$ cat config.mk
export PLATFORM = sky130hd
export DESIGN_NAME = rv2t_csr_access_ctl
export DESIGN_NICKNAME = d
export VERILOG_FILES = /design/src/rtl/rv2t_csr_access_ctl.sv
export SDC_FILE = /design/constraint.sdc
export NUM_CORES = 1
export LEC_CHECK = 0
export CORE_MARGIN = 2
export CORE_UTILIZATION = 30
export CTS_BUF_LIST = sky130_fd_sc_hd__clkbuf_2
export DETAILED_ROUTE_END_ITERATION = 8
export MAX_ROUTING_LAYER = met4
export SETUP_SLACK_MARGIN = 0.4
export SYNTH_ARGS = -nofsm -noshare
export SYNTH_HDL_FRONTEND = slang
export SYNTH_SLANG_ARGS = --single-unit
$ cat constraint.sdc
create_clock -name clk -period 3.1 [get_ports clk]
set_clock_uncertainty 0.15 [all_clocks]
set_input_delay 0.465 -clock clk [delete_from_list [all_inputs] [get_ports clk]]
set_output_delay 0.465 -clock clk [all_outputs]
set_load 0.02 [all_outputs]
$ cat src/rtl/rv2t_csr_access_ctl.sv
// rv2t_csr_access_ctl
//   Sequencer for RISC-V Zicsr instructions (CSRRW/S/C and immediate forms).
//   A decoded instruction is accepted on a one-cycle start pulse. The block then
//   issues one CSR read, waits for the CSR file's response, and in a single
//   write cycle presents the new CSR value and writes the old value back to rd.
//
// Ports
//   clk, reset_n                 clock, synchronous active-low reset
//   start, funct3, csr_addr,     decoded instruction fields. src is rs1_data for
//   rs1_data, zimm, rd           register forms, zero-extended zimm otherwise
//   flush                        aborts any access in progress
//   csr_read_enable/_addr        one-cycle read strobe to the CSR file
//   csr_read_en_out/_data,       CSR file response: data valid, data,
//   csr_illegal                  illegal-address flag
//   csr_write_enable/_addr/_data CSR write strobe and value
//   rd_write_enable/rd_addr/     register-file writeback of the old CSR value
//   rd_data
//   busy, done, illegal_out      access in progress, completion pulse,
//                                illegal-instruction pulse
module rv2t_csr_access_ctl (
    input  logic        clk,
    input  logic        reset_n,
    input  logic        start,
    input  logic [2:0]  funct3,
    input  logic [11:0] csr_addr,
    input  logic [31:0] rs1_data,
    input  logic [4:0]  zimm,
    input  logic [4:0]  rd,
    input  logic        flush,
    output logic        csr_read_enable,
    output logic [11:0] csr_read_addr,
    input  logic        csr_read_en_out,
    input  logic [31:0] csr_read_data,
    input  logic        csr_illegal,
    output logic        csr_write_enable,
    output logic [11:0] csr_write_addr,
    output logic [31:0] csr_write_data,
    output logic        rd_write_enable,
    output logic [4:0]  rd_addr,
    output logic [31:0] rd_data,
    output logic        busy,
    output logic        done,
    output logic        illegal_out
);

    localparam logic [1:0] S_IDLE  = 2'd0;
    localparam logic [1:0] S_READ  = 2'd1;
    localparam logic [1:0] S_WAIT  = 2'd2;
    localparam logic [1:0] S_WRITE = 2'd3;

    logic [1:0]  state_q, state_d;
    logic [1:0]  op_q, op_d;        // funct3[1:0]: 01 write, 10 set, 11 clear
    logic [11:0] addr_q, addr_d;
    logic [4:0]  rd_q, rd_d;
    logic [31:0] src_q, src_d;
    logic        wreq_q, wreq_d;
    logic [1:0]  tmo_q, tmo_d;
    logic        ren_q, ren_d;
    logic        we_q, we_d;
    logic [31:0] wdata_q, wdata_d;
    logic        rwe_q, rwe_d;
    logic [31:0] rdata_q, rdata_d;
    logic        done_q, done_d;
    logic        ill_q, ill_d;
    logic        busy_q, busy_d;

    // Decode of the incoming instruction. Set/clear forms only write when the
    // rs1/zimm field is non-zero; CSRs at 0xC00-0xFFF are read-only.
    logic wreq_in, start_ill;
    assign wreq_in   = (funct3[1:0] == 2'b01) || (zimm != 5'd0);
    assign start_ill = (funct3[1:0] == 2'b00) ||
                       (wreq_in && (csr_addr[11:10] == 2'b11));

    logic [31:0] new_val;
    always_comb begin
        case (op_q)
            2'b10:   new_val = csr_read_data | src_q;
            2'b11:   new_val = csr_read_data & ~src_q;
            default: new_val = src_q;
        endcase
    end

    always_comb begin
        state_d = state_q;
        op_d    = op_q;
        addr_d  = addr_q;
        rd_d    = rd_q;
        src_d   = src_q;
        wreq_d  = wreq_q;
        tmo_d   = 2'd0;
        ren_d   = 1'b0;
        we_d    = 1'b0;
        wdata_d = wdata_q;
        rwe_d   = 1'b0;
        rdata_d = rdata_q;
        done_d  = 1'b0;
        ill_d   = 1'b0;

        case (state_q)
            S_IDLE: begin
                if (start && !flush) begin
                    if (start_ill) begin
                        ill_d = 1'b1;
                    end else begin
                        op_d    = funct3[1:0];
                        addr_d  = csr_addr;
                        rd_d    = rd;
                        src_d   = funct3[2] ? {27'd0, zimm} : rs1_data;
                        wreq_d  = wreq_in;
                        ren_d   = 1'b1;
                        state_d = S_READ;
                    end
                end
            end
            S_READ: begin
                state_d = flush ? S_IDLE : S_WAIT;
            end
            S_WAIT: begin
                if (flush) begin
                    state_d = S_IDLE;
                end else if (csr_illegal) begin
                    ill_d   = 1'b1;
                    state_d = S_IDLE;
                end else if (csr_read_en_out) begin
                    we_d    = wreq_q;
                    wdata_d = new_val;
                    rwe_d   = (rd_q != 5'd0);
                    rdata_d = csr_read_data;
                    done_d  = 1'b1;
                    state_d = S_WRITE;
                end else if (tmo_q == 2'd3) begin
                    // fourth silent WAIT cycle: give up on the CSR file
                    ill_d   = 1'b1;
                    state_d = S_IDLE;
                end else begin
                    tmo_d = tmo_q + 2'd1;
                end
            end
            default: begin
                state_d = S_IDLE;
            end
        endcase

        busy_d = (state_d != S_IDLE);
    end

    always_ff @(posedge clk) begin
        if (!reset_n) begin
            state_q <= S_IDLE;
            op_q    <= 2'd0;
            addr_q  <= 12'd0;
            rd_q    <= 5'd0;
            src_q   <= 32'd0;
            wreq_q  <= 1'b0;
            tmo_q   <= 2'd0;
            ren_q   <= 1'b0;
            we_q    <= 1'b0;
            wdata_q <= 32'd0;
            rwe_q   <= 1'b0;
            rdata_q <= 32'd0;
            done_q  <= 1'b0;
            ill_q   <= 1'b0;
            busy_q  <= 1'b0;
        end else begin
            state_q <= state_d;
            op_q    <= op_d;
            addr_q  <= addr_d;
            rd_q    <= rd_d;
            src_q   <= src_d;
            wreq_q  <= wreq_d;
            tmo_q   <= tmo_d;
            ren_q   <= ren_d;
            we_q    <= we_d;
            wdata_q <= wdata_d;
            rwe_q   <= rwe_d;
            rdata_q <= rdata_d;
            done_q  <= done_d;
            ill_q   <= ill_d;
            busy_q  <= busy_d;
        end
    end

    // The strobes are already registered when the cycle they belong to begins,
    // so a flush or reset arriving in that same cycle has to mask them here to
    // cancel the access.
    logic kill;
    assign kill = flush || !reset_n;

    assign csr_read_enable  = ren_q  && !kill;
    assign csr_write_enable = we_q   && !kill;
    assign rd_write_enable  = rwe_q  && !kill;
    assign done             = done_q && !kill;
    assign csr_read_addr    = addr_q;
    assign csr_write_addr   = addr_q;
    assign csr_write_data   = wdata_q;
    assign rd_addr          = rd_q;
    assign rd_data          = rdata_q;
    assign busy             = busy_q;
    assign illegal_out      = ill_q;

endmodule

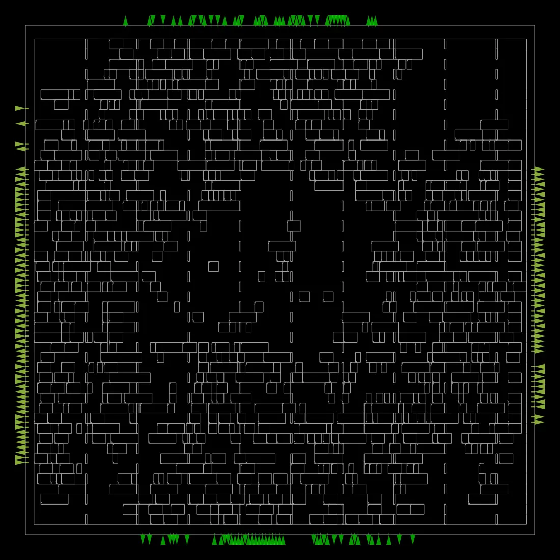
Run 1: placement view
number of flip-flops and latches: 126
Well Taps: 225
core box area: 17,300 µm²
Row Count: 48

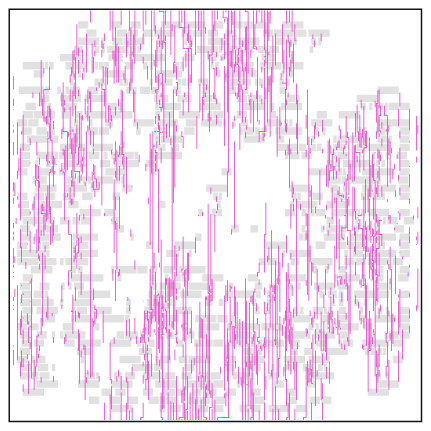
Run 1: met2 routing
Scale: 3 px per µm.
share of all routed wire: 47%
wire length on this layer: 7,380 µm
main direction: vertical
longest straight run: 57.5 µm
nets with wire on the layer: 721

==> summary.txt, run 1 <==
The run has ended; figures from its reports follow.

The run finished with clean final reports. The total of max-cap violations came out at 0. STA classifies the critical path endpoint as an output pin. The TritonCTS sink count came out at 126. The clock insertion delay at the later pin of the skew report is 0.65 ns. The global-route usage over all layers is 17.6%. Listed in order, past its start point the critical path passes clkdlybuf4s50_1, nor2_2, and2_1, clkdlybuf4s50_1. After detailed routing, the number of vias per cell comes to about 4.7.

The CTS tree is built. The post-route DRC violation count came out at 0. As logged by OpenROAD, the buffers inserted on ports number between 150 and 200. The count of nets left with antenna violations once routing finished came out at 0.

In the final report, the number of pins over their slew limit comes to 0. Looking at the reg2reg group, the worst path starts from op_q[1]. For this design, the CTS-stage hold fixing added 0 buffers. The gate-level netlist out of Yosys references 33 unique cell types. Post-route period utilization is reported as a little over four fifths. After floorplanning, the die was sized to cover 18,700 µm². The highest-delay cell along the critical path is clkdlybuf4s50_1.

Setup repair after global routing left no endpoint under its margin. The worst-case clock buffer depth is 2. The sequential fraction of the synthesis area came out at 47.6%. The netlist area before placement is 5300 µm². Hold-check failures listed in the final report amount to 0. The cell at the root of the clock tree is clkbuf_2. The starting utilization of the core area is 30.6%. Summed over all nets, the half-perimeter wirelength after detailed placement is 10,500 µm. STA classifies the critical path startpoint as a primary input. The total nets after synthesis is 735.

The number of global-route vias before repair was 4,806. The flip-flop and latch count after synthesis is between 100 and 150.
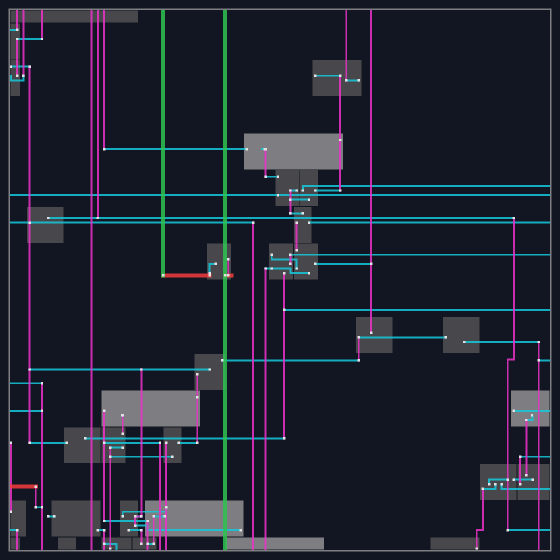
Run 1: close-up of the layout
Window x 48 to 88, y 48 to 88 µm. Cells in grey, sequential cells in the stronger grey; small squares are vias.
| colour | layer |
|---|---|
| green | met4 |
| red | met3 |
| cyan | met1 |
| magenta | met2 |
most frequent: nand2_1 (4), buf_4 (4)
cells with their middle in the window: 21
sequential cells in the window: 3
netlist names of flops here include: `op_q` (2), `csr_write_data` (1)

[run 1: state kept, by name, summed over array words and instances, names as in the netlist, 2 cells and up]
register        flops
csr_write_data     32
rd_data            32
src_q              32
csr_read_addr      12
rd_addr             5
op_q                2
state_q             2
tmo_q               2
[run 1: worst reg2reg max path, cell delays in order, from the launching register on]
cell	delay, ns
dfxtp_1	0.61
buf_4	0.41
a21oi_1	0.13
a21oi_1	0.14
nand2_1	0.07
a21oi_1	0.17
[run 1: power by group]
| part | internal, µW | switching [µW] |
|---|---|---|
| sequential | 1650 | 21.5 |
| clock | 518 | 618 |
| combinational | 199 | 169 |
[run 1: worst paths after layout]
check / endpoint / cells after the start
worst min-delay path: csr_read_addr[1] / 3
worst max register to register: csr_write_data[15] / 5
worst max-delay path: rd_write_enable / 4
worst min register to register: tmo_q[0] / 1
[run 1: per-layer routing]
layer / share of wire (%) / GRT usage [%] / up-vias
li1: - / - / 2466
met1: 46 / 21.8 / 2284
met2: 47 / 28.4 / 150
met3: 7.1 / 5.41 / 7
met4: 0.67 / 3.78 / 0
met5: 0 / - / -
[run 1: through the flow]
stage / hold WS [ns] / instances / setup slack [ns] / cell area (µm²) / util [%]
6_report: 0.202 / 1039 / 0.481 / 7540 / 43.6
3_3_place_gp: 0.272 / 1006 / 0.400 / 7280 / 42.1
5_1_grt: 0.0921 / 1039 / 0.406 / 7540 / 43.6
2_1_floorplan: 0.254 / 639 / 1.05 / 5300 / -
4_1_cts: 0.0974 / 1038 / 0.463 / 7540 / 43.6
3_5_place_dp: 0.275 / 1006 / 0.372 / 7280 / 42.1
[run 1: Yosys cell counts (all sizes together)]
cell type	n
nand2	191
a21oi	135
dfxtp	126
mux2i	47
clkbuf	40
nand3b	28
buf	25
and2	7
a211oi	5
nor2	5
o21ai	5
nand4	4
and3	2
inv	2
nor3b	2
or4	2
and4b	1
ha	1
nand4b	1
nor3	1
nor4b	1
o211ai	1
o21a	1
o21ba	1
o22ai	1
o2bb2ai	1
o31ai	1
o41ai	1
or4b	1
[run 1: cells by family after synthesis]
kind of cell,after synthesis,synth area share [%]
buf+inv,67,7.20
fa+ha+maj,1,0.236
compound gates,152,15.3
simple gates,246,20.8
mux,47,8.88
flops,126,47.6
[run 1: cell type report]
| type | count | area, µm² |
|---|---|---|
| tap | 225 | 282 |
| timing repair buffer | 207 | 2060 |
| clock buffer | 18 | 90.1 |
| clock inverter | 14 | 174 |
| multi-input combinational | 446 | 2410 |
| sequential | 126 | 2520 |
| fill | 1809 | 9750 |
| inverter | 2 | 7.51 |
| antenna | 1 | 2.50 |
[run 1: repair_timing]
action | in CTS | in global routing
gates resized | 1 | 0
endpoints found under the hold margin | 0 | 0
endpoints found under the setup margin | 4 | 0
Run 1, I/O pins on the die edge:
Scale: 3 px per µm. Pins as bars across the die edge, other pins in grey.
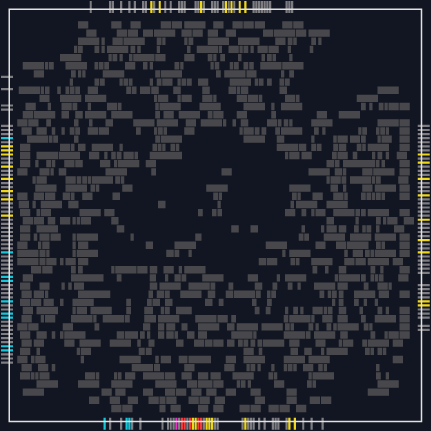

## Run 2: what changed since run 1
==> constraint.sdc (replaced) <==
create_clock -name clk -period 2.7 [get_ports clk]
set_clock_uncertainty 0.15 [all_clocks]
set_input_delay 0.405 -clock clk [delete_from_list [all_inputs] [get_ports clk]]
set_output_delay 0.405 -clock clk [all_outputs]
set_load 0.02 [all_outputs]
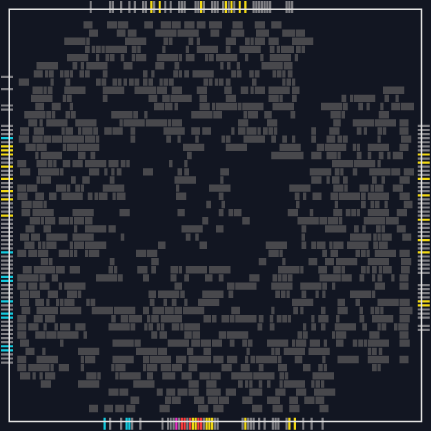
Run 2: I/O pins on the die edge
Scale: 3 px per µm. Pins as bars across the die edge, other pins in grey.
| colour | port | pins | direction | edge |
|---|---|---|---|---|
| yellow | `rs1_data` | 32 | input | 9 right, 8 bottom, 8 left, 7 top |
| magenta | `csr_illegal` | 1 | input | bottom |
| cyan | `csr_read_addr` | 12 | output | 9 left, 3 bottom |
| red | `zimm` | 5 | input | bottom |

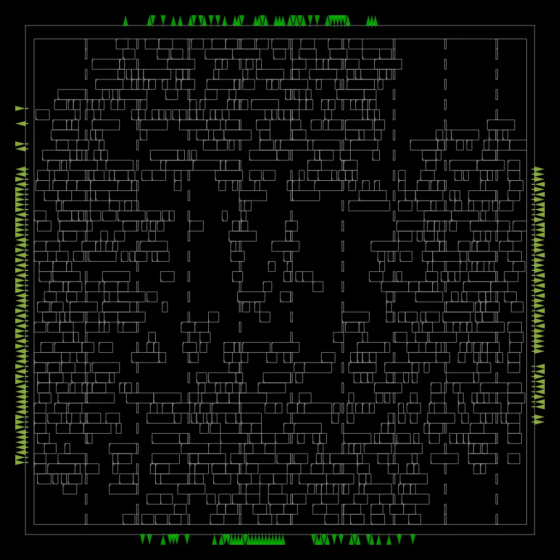
Run 2: placement view
fraction of standard cell area that is sequential: 33.8%
final standard cell count with taps included and fillers excluded: 1,044
utilization after layout: 43.1%
filler cell count: 1,806

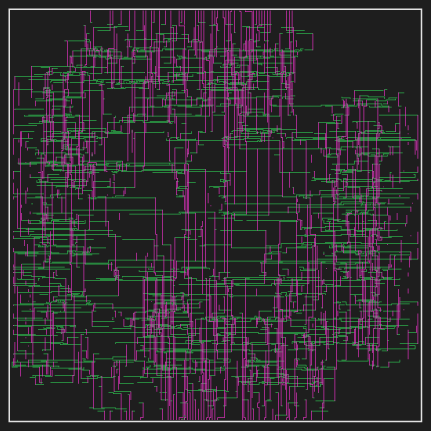
Run 2: metal layers overlaid
Scale: 3 px per µm. Two of the layers only.
| colour | layer | wire length |
|---|---|---|
| green | met1 | 7,170 µm |
| magenta | met2 | 7,460 µm |

==> summary.txt, run 2 <==
The run has ended; figures from its reports follow.

The root buffer cell chosen for the clock tree is clkbuf_2. The kind of capture point of the worst setup path is an output pin. The netlist area before placement came out at 5300 µm². Listed in order, past its start point the critical path passes clkdlybuf4s50_1, nor2_1, buf_4, and2_1, dlygate4sd2_1. The number of global-route vias before repair came out at about 4,700.

The max-slew violation count is 0. The startpoint of the most critical register-to-register path is op_q[1]. Yosys reported that registers with async set or reset make up 0%. Per the placement log, port buffering inserted 193 buffers. The via density per instance is 4.65. In this run the standard cell core region covers 17,300 µm². The total nets after synthesis is 735. The post-route DRC violation count is 0. Yosys reports that the most numerous cell types are nand2_1 (191), a21oi_1 (135), dfxtp_1 (126).

The depth of the most critical reg-to-reg path is 5. The post-detailed-route count of antenna-violating nets is 0. The run finished with clean final reports. The antenna diode count came out at 0. The critical path depth is 5. The synthesized design contains 0 enable-type register cells.

Endpoints failing hold in the final report were tallied at 0. The predominant post-synthesis flop cell is dfxtp_1.
## run 2: cell types whose count changed in the layout (fill, tap and decap cells not counted), moves of 3 or more
cell | before | now
clkdlybuf4s50_1 | 192 | 93
clkbuf_2 | 18 | 21
bufinv_16 | 4 | 1
dlygate4sd3_1 | 0 | 6
dlymetal6s2s_1 | 0 | 11
dlygate4sd2_1 | 0 | 88
## run 2: power breakdown
group          switching [µW]  internal [µW]
clock network             679            322
registers                24.3           1890
logic                     194            222
total                     897           2440
## run 2: cell type report
cell class / instances / area [µm²]
clock buffer: 21 / 105
inverter: 2 / 7.51
sequential: 126 / 2520
multi-input combinational: 446 / 2400
fill: 1806 / 9840
timing repair buffer: 214 / 2060
clock inverter: 10 / 73.8
tap: 225 / 282
## run 2: logic make-up (layout without fill, tap and decap cells)
group | Yosys count | after routing | share of synthesized area [%]
adder cells (fa/ha/maj) | 1 | 1 | 0.236
AND/OR/NAND/NOR | 246 | 246 | 20.8
AND-OR/OR-AND | 152 | 152 | 15.3
multiplexers | 47 | 47 | 8.88
flip-flops | 126 | 126 | 47.6
buffers and inverters | 67 | 247 | 7.20
## run 2: worst min path at each step
stage          cells past startpoint   startpoint  slack (ns)                to
2_1_floorplan                      1     tmo_q[0]        0.25          tmo_q[0]
3_3_place_gp                       1     tmo_q[0]        0.27          tmo_q[0]
5_1_grt                            3  csr_addr[3]       0.002  csr_read_addr[3]
3_5_place_dp                       1     tmo_q[0]        0.27          tmo_q[0]
4_1_cts                            3  csr_addr[9]       0.005  csr_read_addr[9]
6_report                           3  csr_addr[7]        0.11  csr_read_addr[7]
## run 2: repair_timing
action / in CTS / in global routing
setup endpoints to repair: 88 / 11
pin swaps: 0 / 0
endpoints found under the hold margin: 9 / 0
cloned: 0 / 0
resized: 88 / 11
hold buffers: 6 / 0
## run 2: per-stage QoR
step | power (µW) | worst slack, ns | cell area, µm² | util [%] | instances
finish | 3330 | 0.504 | 7450 | 43.1 | 1044
global placement | 2380 | 0.249 | 7300 | 42.2 | 1007
CTS | 3410 | 0.401 | 7420 | 42.9 | 1044
global route | 3520 | 0.465 | 7450 | 43.1 | 1044
detailed placement | 2380 | 0.171 | 7300 | 42.2 | 1007
floorplan | 2160 | 0.711 | 5300 | - | 639
## run 2: worst register-to-register path: cells and delay by family (launching register included)
family                 cells  cell delay [ns]
AOI/OAI and AO/OA          3             0.41
buffers and inverters      1             0.41
DFF                        1             0.66
and+or+nand+nor            1             0.06
## run 2: per-layer routing
layer / wire [µm] / global-route usage, %
met2: 7460 / 29.0
met1: 7170 / 20.5
met3: 1070 / 5.48
met5: 0 / -
met4: 195 / 5.27
Run 2, met2 routing:
Scale: 3 px per µm.
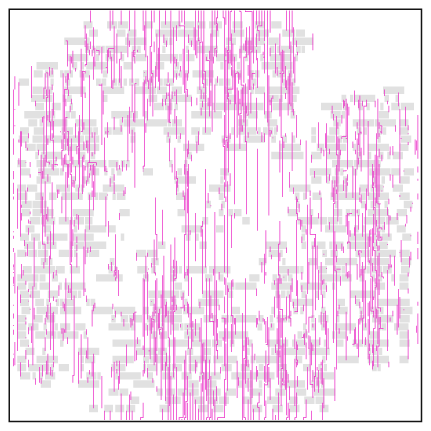

## Run 3: what changed since run 2
==> constraint.sdc (replaced) <==
create_clock -name clk -period 1.8 [get_ports clk]
set_clock_uncertainty 0.15 [all_clocks]
set_input_delay 0.27 -clock clk [delete_from_list [all_inputs] [get_ports clk]]
set_output_delay 0.27 -clock clk [all_outputs]
set_load 0.02 [all_outputs]
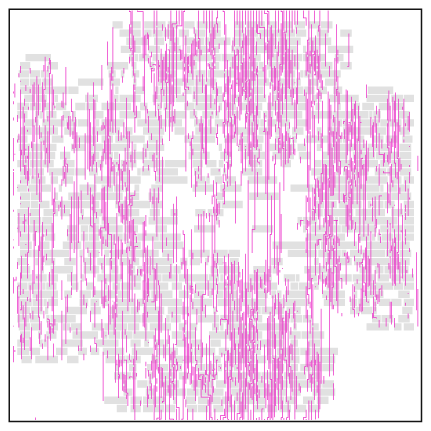
Run 3: met2 routing
Scale: 3 px per µm.
main direction: vertical
nets with wire on the layer: 922
wire length on this layer: 10,600 µm
longest straight run: 53.7 µm

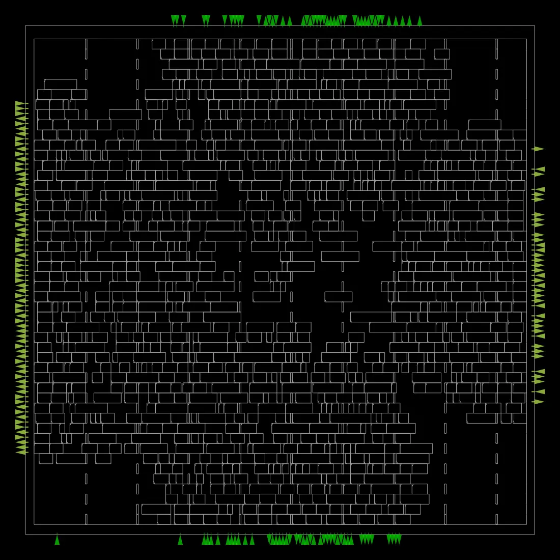
Run 3: placement view
utilization after layout: 62.8%
final standard cell count with taps included and fillers excluded: 1,207
filler cell count: 1,389
fraction of standard cell area that is sequential: 24.7%

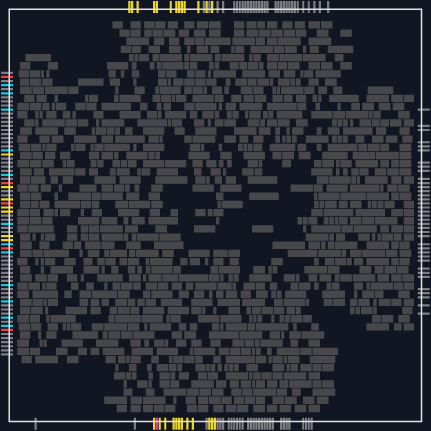
Run 3: I/O pins on the die edge
Scale: 3 px per µm. Pins as bars across the die edge, other pins in grey.
| colour | port | pins | direction | edge |
|---|---|---|---|---|
| cyan | `csr_read_addr` | 12 | output | left |
| magenta | `csr_illegal` | 1 | input | bottom |
| yellow | `rs1_data` | 32 | input | 13 top, 12 bottom, 7 left |
| red | `zimm` | 5 | input | left |
all pins by edge: 70 left, 44 top, 43 bottom, 37 right

==> summary.txt, run 3 <==
The run has ended; figures from its reports follow.

Of the available clock period, the critical path in the final layout requires 95.3%. The via density per instance is 4.86. The number of endpoints with negative hold slack in the final report came out at 0. Looking at the gate-level netlist, the highest instance count belongs to nand2_1.

The TritonCTS sink count is between 100 and 150. The max-slew violation count came out at 0. Post-synth the commonest register cell is dfxtp_1. In this run the cell area of the synthesized design comes to approximately 5300 µm². The global-route usage over all layers came out at around 22%. The number of placement rows is 48. By count the netlist is led by nand2_1 (191), a21oi_1 (135), dfxtp_1 (126).

The met3 usage in global routing is 5.44%. Global route summary, busiest routing layer listed as met2. STA classifies the critical path endpoint as a register.

Yosys reported that registers with async set or reset make up 0%. The detailed-placement wirelength estimate came out at 11,100 µm. The total of max-cap violations came out at 0.

Looking at the clock tree report, the root buffer type is clkbuf_2. The total nets after synthesis is 735. The skew report gives the latency at the later pin of the worst-skew pair as 0.70 ns.

Registers take ~2700 µm². The count of placed standard cells including taps is 1,019. Nets still carrying antenna violations after routing amount to 0. Looking at the clock tree report, the maximum root-to-sink buffer count equals 2. The post-route DRC violation count is 0. After routing the design area is 10,900 µm². STA classifies the critical path startpoint as a primary input.

In the Yosys report, the sequential cells make up 47.6% of the chip area. The CTS tree is built. Per the synth log, the flip-flop and latch total comes to 126. The number of input and output port buffers inserted came out at slightly below 200. The number of enable flip-flop cells is 0. The core box area is 17,300 µm². The multi-input combinational cells in the finished layout cover a total of 3340 µm². The run finished with clean final reports.
-- run 3: final timing paths --
kind | from | endpoint | slack (ns) | cells past startpoint
max | zimm[0] | src_q[11] | 0.08 | 7
min | funct3[1] | wreq_q | 0.09 | 4
max reg2reg | state_q[0] | csr_write_data[19] | 0.10 | 7
min reg2reg | rd_data[9] | rd_data[9] | 0.32 | 2
-- run 3: layout make-up --
type	count	share of cell area, %
repair buffers	374	39.8
multi-input cells	447	30.7
flip-flops and latches	126	24.7
well taps	225	2.59
clock inverters	11	1.13
clock buffers	21	0.967
inverters	2	0.0691
diodes	1	0.0230
-- run 3: where the power goes --
| part | switching [µW] | total [µW] | internal, µW |
|---|---|---|---|
| clock | 1040 | 1810 | 767 |
| sequential | 51.0 | 2860 | 2810 |
| combinational | 397 | 973 | 576 |
| total | 1490 | 5640 | 4160 |
-- run 3: kinds of logic (layout without fill, tap and decap cells) --
family | after synthesis | count (layout) | synth area share, %
multiplexers | 47 | 47 | 8.88
buffers and inverters | 67 | 408 | 7.20
other | 0 | 1 | 0
AND-OR/OR-AND | 152 | 152 | 15.3
flip-flops | 126 | 126 | 47.6
adder cells (fa/ha/maj) | 1 | 1 | 0.236
AND/OR/NAND/NOR | 246 | 247 | 20.8
-- run 3: per-layer routing --
| layer | vias to the layer above | share of wire, % |
|---|---|---|
| met3 | 32 | 5.7 |
| met2 | 211 | 50 |
| met4 | 0 | 1.7 |
| li1 | 2831 | - |
| met5 | - | 0 |
| met1 | 2787 | 43 |
-- run 3: timing repair --
action                                  in CTS  in global routing
endpoints found under the hold margin       80                  0
hold buffers                                77                  0
pin swaps                                   60                 82
gates resized                              806                186
endpoints found under the setup margin     223                224
gates cloned                                20                  0
setup buffers                               28                 30
-- run 3: stage by stage --
| stage | total power (µW) | setup WS [ns] |
|---|---|---|
| final | 5640 | 0.0847 |
| after global routing | 5880 | -0.0248 |
| after CTS | 5660 | 0.0132 |
| after detailed placement | 3600 | -0.581 |
| after global placement | 3600 | -0.531 |
| after floorplan | 3240 | -0.0536 |
-- run 3: worst max-delay path, cell delays in order --
cell and delay [ns]:
clkdlybuf4s50_1 0.42, or4b_4 0.58, o31ai_4 0.19, and2_4 0.22, buf_8 0.15, buf_12 0.13
mux2i_2 0.21
No activity file was given, so power comes from the tool's default toggle rates.
